**src/rtl/imm_gen_pipe.sv**
```systemverilog
// Pipelined RV32/RV64 immediate generator: decodes and extends the immediate,
// then delivers it through a valid/ready stage with an optional 2-entry skid buffer.
module imm_gen_pipe #(
  parameter int unsigned XLEN    = 32,
  parameter bit          SKID_EN = 1'b1,
  localparam int unsigned INSTR_W = 32,
  localparam int unsigned FMT_W   = 3
) (
  input  logic               clk,
  input  logic               rst,
  input  logic               in_valid,
  output logic               in_ready,
  input  logic [INSTR_W-1:0] in_instr,
  input  logic [FMT_W-1:0]   in_fmt,
  output logic               out_valid,
  input  logic               out_ready,
  output logic [XLEN-1:0]    out_imm,
  output logic [FMT_W-1:0]   out_fmt,
  output logic               out_illegal
);

  localparam logic [FMT_W-1:0] FMT_I     = 3'd0;
  localparam logic [FMT_W-1:0] FMT_S     = 3'd1;
  localparam logic [FMT_W-1:0] FMT_B     = 3'd2;
  localparam logic [FMT_W-1:0] FMT_J     = 3'd3;
  localparam logic [FMT_W-1:0] FMT_U     = 3'd4;
  localparam logic [FMT_W-1:0] FMT_SHAMT = 3'd5;
  localparam logic [FMT_W-1:0] FMT_ZIMM  = 3'd6;

  typedef struct packed {
    logic [XLEN-1:0]  imm;
    logic [FMT_W-1:0] fmt;
    logic             illegal;
  } entry_t;

  typedef enum logic [1:0] {
    ST_EMPTY = 2'd0,
    ST_ONE   = 2'd1,
    ST_FULL  = 2'd2
  } state_e;

  if (XLEN != 32 && XLEN != 64) begin : g_xlen_bad
    $error("imm_gen_pipe: XLEN must be 32 or 64");
  end

  // Decode into a 32-bit value, then sign- or zero-extend through a 64-bit view.
  logic [31:0] imm32;
  logic [63:0] imm64;
  logic        zext;
  logic        illegal;
  entry_t      dec;

  always_comb begin
    imm32   = '0;
    zext    = 1'b0;
    illegal = 1'b0;
    case (in_fmt)
      FMT_I: imm32 = {{20{in_instr[31]}}, in_instr[31:20]};
      FMT_S: imm32 = {{20{in_instr[31]}}, in_instr[31:25], in_instr[11:7]};
      FMT_B: imm32 = {{20{in_instr[31]}}, in_instr[7], in_instr[30:25],
                      in_instr[11:8], 1'b0};
      FMT_J: imm32 = {{12{in_instr[31]}}, in_instr[19:12], in_instr[20],
                      in_instr[30:21], 1'b0};
      FMT_U: imm32 = {in_instr[31:12], 12'h000};
      FMT_SHAMT: begin
        zext = 1'b1;
        if (XLEN == 64) begin
          imm32 = {26'd0, in_instr[25:20]};
        end else begin
          imm32   = {27'd0, in_instr[24:20]};
          illegal = in_instr[25];
        end
      end
      FMT_ZIMM: begin
        zext  = 1'b1;
        imm32 = {27'd0, in_instr[19:15]};
      end
      default: begin
        zext    = 1'b1;
        illegal = 1'b1;
      end
    endcase
    imm64       = zext ? {32'd0, imm32} : {{32{imm32[31]}}, imm32};
    dec.imm     = imm64[XLEN-1:0];
    dec.fmt     = in_fmt;
    dec.illegal = illegal;
  end

  // Opcode bits and the upper half of the 64-bit view (XLEN=32) carry no immediate.
  logic unused_bits;
  assign unused_bits = ^{in_instr[6:0], imm64};

  if (SKID_EN) begin : g_skid
    state_e state_q, state_d;
    entry_t out_q, out_d;
    entry_t skid_q, skid_d;
    logic   in_ready_q, in_ready_d;
    logic   out_valid_q, out_valid_d;
    logic   accept;
    logic   drain;

    assign accept = in_valid & in_ready_q;
    assign drain  = out_valid_q & out_ready;

    always_ff @(posedge clk) begin
      if (rst) begin
        state_q <= ST_EMPTY;
      end else begin
        state_q <= state_d;
      end
    end

    always_comb begin
      state_d = state_q;
      case (state_q)
        ST_EMPTY: if (accept) state_d = ST_ONE;
        ST_ONE: begin
          if (accept && !drain) state_d = ST_FULL;
          else if (!accept && drain) state_d = ST_EMPTY;
        end
        ST_FULL: if (drain) state_d = ST_ONE;
        default: state_d = ST_EMPTY;
      endcase
    end

    // Data movement; handshake flags are registered from the next state so
    // in_ready has no combinational path from out_ready.
    always_comb begin
      out_d  = out_q;
      skid_d = skid_q;
      case (state_q)
        ST_EMPTY: if (accept) out_d = dec;
        ST_ONE: begin
          if (accept && drain) out_d = dec;
          else if (accept) skid_d = dec;
        end
        ST_FULL: if (drain) out_d = skid_q;
        default: ;
      endcase
      in_ready_d  = (state_d != ST_FULL);
      out_valid_d = (state_d != ST_EMPTY);
    end

    always_ff @(posedge clk) begin
      if (rst) begin
        out_q       <= '0;
        skid_q      <= '0;
        in_ready_q  <= 1'b1;
        out_valid_q <= 1'b0;
      end else begin
        out_q       <= out_d;
        skid_q      <= skid_d;
        in_ready_q  <= in_ready_d;
        out_valid_q <= out_valid_d;
      end
    end

    assign in_ready    = in_ready_q;
    assign out_valid   = out_valid_q;
    assign out_imm     = out_q.imm;
    assign out_fmt     = out_q.fmt;
    assign out_illegal = out_q.illegal;
  end else begin : g_single
    entry_t out_q, out_d;
    logic   out_valid_q, out_valid_d;
    logic   in_ready_c;
    logic   accept;
    logic   drain;

    assign in_ready_c = ~out_valid_q | out_ready;
    assign accept     = in_valid & in_ready_c;
    assign drain      = out_valid_q & out_ready;

    always_comb begin
      out_d       = out_q;
      out_valid_d = out_valid_q;
      if (accept) begin
        out_d       = dec;
        out_valid_d = 1'b1;
      end else if (drain) begin
        out_valid_d = 1'b0;
      end
    end

    always_ff @(posedge clk) begin
      if (rst) begin
        out_q       <= '0;
        out_valid_q <= 1'b0;
      end else begin
        out_q       <= out_d;
        out_valid_q <= out_valid_d;
      end
    end

    assign in_ready    = in_ready_c;
    assign out_valid   = out_valid_q;
    assign out_imm     = out_q.imm;
    assign out_fmt     = out_q.fmt;
    assign out_illegal = out_q.illegal;
  end

endmodule

```
**config.mk**
```make
export PLATFORM = sky130hd
export DESIGN_NAME = imm_gen_pipe
export DESIGN_NICKNAME = d
export VERILOG_FILES = /design/src/rtl/imm_gen_pipe.sv
export SDC_FILE = /design/constraint.sdc
export NUM_CORES = 1
export LEC_CHECK = 0
export ABC_AREA = 1
export CORE_ASPECT_RATIO = 0.7
export CORE_MARGIN = 5
export CORE_UTILIZATION = 54
export DETAILED_ROUTE_END_ITERATION = 6
export PLACE_DENSITY = 0.88
export SYNTH_ARGS = -nofsm -noshare
export SYNTH_HDL_FRONTEND = slang
export SYNTH_SLANG_ARGS = --single-unit
export TNS_END_PERCENT = 50
```
**constraint.sdc**
```tcl
create_clock -name clk -period 1.85 [get_ports clk]
set_input_delay 0.37 -clock clk [delete_from_list [all_inputs] [get_ports clk]]
set_output_delay 0.37 -clock clk [all_outputs]
set_load 0.01 [all_outputs]
```
**Met3 routing**

(2 px per micron)
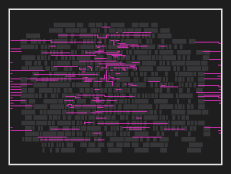
The longest straight run is 35.2 microns. The layer holds 9.2% of the routed length. The wires run mostly horizontal.
routed wire length: 10470 microns
met3 GRT Util: 8.725%
Vias: 3756

**Cell classes on the final placement**

(4 px per micron)
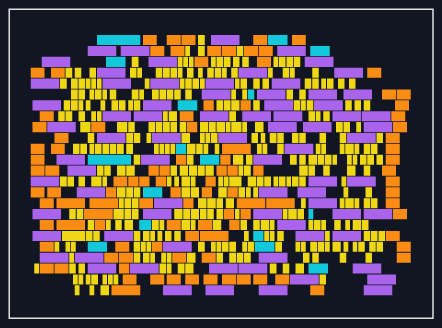
Orange marks remaining buffers and delay cells, cells 103, share of their area 24%. Yellow marks remaining logic cells, cells 354, share of their area 38%. Cyan marks clock drivers and dummy loads, cells 16, share of their area 4.8%. Purple marks registers, cells 76, share of their area 34%.
final core occ: 73.99%
core area: 6216 sq um
Cell Rows: 24

==> results.txt <==
status: completed
pin slew with the least headroom to its limit: 0.3874 ns
Worst Hold Slack: 0.4539 ns
Async SR Flop Fraction: 0%
type of origin of the critical path: flip-flop
most frequent logic cell in the layout: a21oi_1
Setup Skew: 0.004362 ns
WL met3: 965 microns
synth warn: 0
Setup Viol. Count Final: 0
P_clk: 1.40 mW
syn nets: 511
Synth top cell by count: a21oi_1
Final Hold Viols: 0
Worst Path Buf+Inv: 1
DR top layer: met4
Post-synth EDFFs: 0
Clock Latency Late Sink: 0.36 ns
Top reg by flops: g_skid.skid_q
combinational power: 1.16 mW
RePlAce Congestion: 0.9371
top-area cell type share of the netlist area: 44.09%
DIE WIDTH: 105.5 microns
critical path arrival: 1.28 ns
r2r worst-path depth: 7
worst stage delay on the critical path: 0.56 ns
most instantiated logic cells after routing: a21oi_1 (80), o21ai_0 (78), dfxtp_1 (76)
yosys stat cell total: 472
drt wl/cell: 16.70 microns
maximum vdd drop: 0.0006424 V
CP max FO: 2
Comb area: 1628 sq um
WHS Path Cells: 2
post-synthesis cell count: 472
H-tree levels: 3
vias in the first global route: 3609
Reg-to-Reg Start: g_skid.state_q[1]
CTS tree: yes
Yosys top cell by area: dfxtp_1
drt drc: 0
Crit. End Element: output pin
power per cell area: 977.9 nW/um^2
Slew HR: 73.90%
Int Pwr: 3.138 mW
Sw Pwr: 1.359 mW
RSZ-0062 raised after global routing: false
Bufs on Longest Clock Path: 2
Placed Area: 4383 sq um
Logic pwr share: 25.7%
Design Area, Final: 4599 sq um
I/O Buffers: 69
Final min period: 1.654 ns
PnR worst setup slack: 0.1964 ns
Reg power frac: 43.1%
Pre-antenna DRT Iters: 6
power share of the clock group: 31.1%
largest net degree at the start of global routing: 69
CP endpoint: out_imm[0]
grt total ovfl: 0
Max Transition Viols Final: 0
switching part of the total: 30.22%
Reg clk slew, reported paths: 0.08 ns
IO Pins: 77
total clock sinks: 76
nets@finish: 583
first-pass GRT wire length: 17290 microns
slowest CP cell: clkdlybuf4s50_1
commonest cells in the synthesized netlist: a21oi_1 (80), o21ai_0 (78), dfxtp_1 (76), nand2_1 (71), nand3_1 (28)
HP Start: g_skid.skid_q[35]
OpenROAD warning count: 33
fin cells: 627
Via density: 5.990
CTS root buf: clkbuf_8
Hold Path End: g_skid.skid_q[35]
Fill cells: 472
layout cells sized above 1: 10.38%
critical path class: flip-flop to output pin
max reg flops: 36
Pwr top: registers
HPWL after detailed placement: 7094 microns
WP data required: 1.48 ns
worst flop-to-flop path endpoint: out_fmt[1]
cycle use final: 89.38%
fmax: 0.6048 GHz
largest delay contributor family on the critical path: buffers and inverters
cts bufs inserted: 9
number of max-cap violations: 0
CTS resizes: 0
Layout area overhead: 33.28%
Setup crit start: out_imm[0]
synthesized area per cell: 7.311 sq um
Hold Path Class: flip-flop to flip-flop
initial detailed-routing violation count: 460
Final ANT Viol Nets: 0
Synth cell types: 25
placed cells: 611
Synth Seq Share: 44.09%
R2R Setup Slk: 0.36 ns
**Sequential cells grouped by signal name**

(4 px per micron)
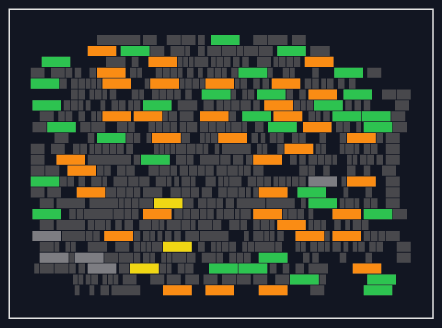
Green marks `out_imm`, flops 32, where all over the die. Orange marks `g_skid.skid_q`, flops 36. Yellow marks `out_fmt`, flops 3.
Another 5 sequential cells are not coloured.
Seq. pwr: 1.94 mW
fraction of area in registers: 33.08%
register area: 1521 sq um

kinds of logic (layout without fill, tap and decap cells):
kind of cell | count (synthesis) | count (layout) | share of synthesized area (%)
DFF | 76 | 76 | 44.09
buffers and inverters | 62 | 139 | 8.919
AOI/OAI and AO/OA | 185 | 185 | 27.92
and+or+nand+nor | 149 | 149 | 19.07
layout make-up:
cell class / count / share of cell area [%]
inverter: 20 / 1.687
clock inverter: 6 / 1.931
timing repair buffer: 103 / 23.01
sequential: 76 / 33.08
multi-input combinational: 334 / 35.39
clock buffer: 10 / 2.775
tap: 78 / 2.122
per-layer routing:
metal  vias up  global-route usage, %
met5         -                      0
met4         0                  7.891
met3        40                  8.725
met2       204                  42.94
met1      1727                  32.67
li1       1785                      -
Power figures rest on the tool's default switching activity, not on a simulated workload.
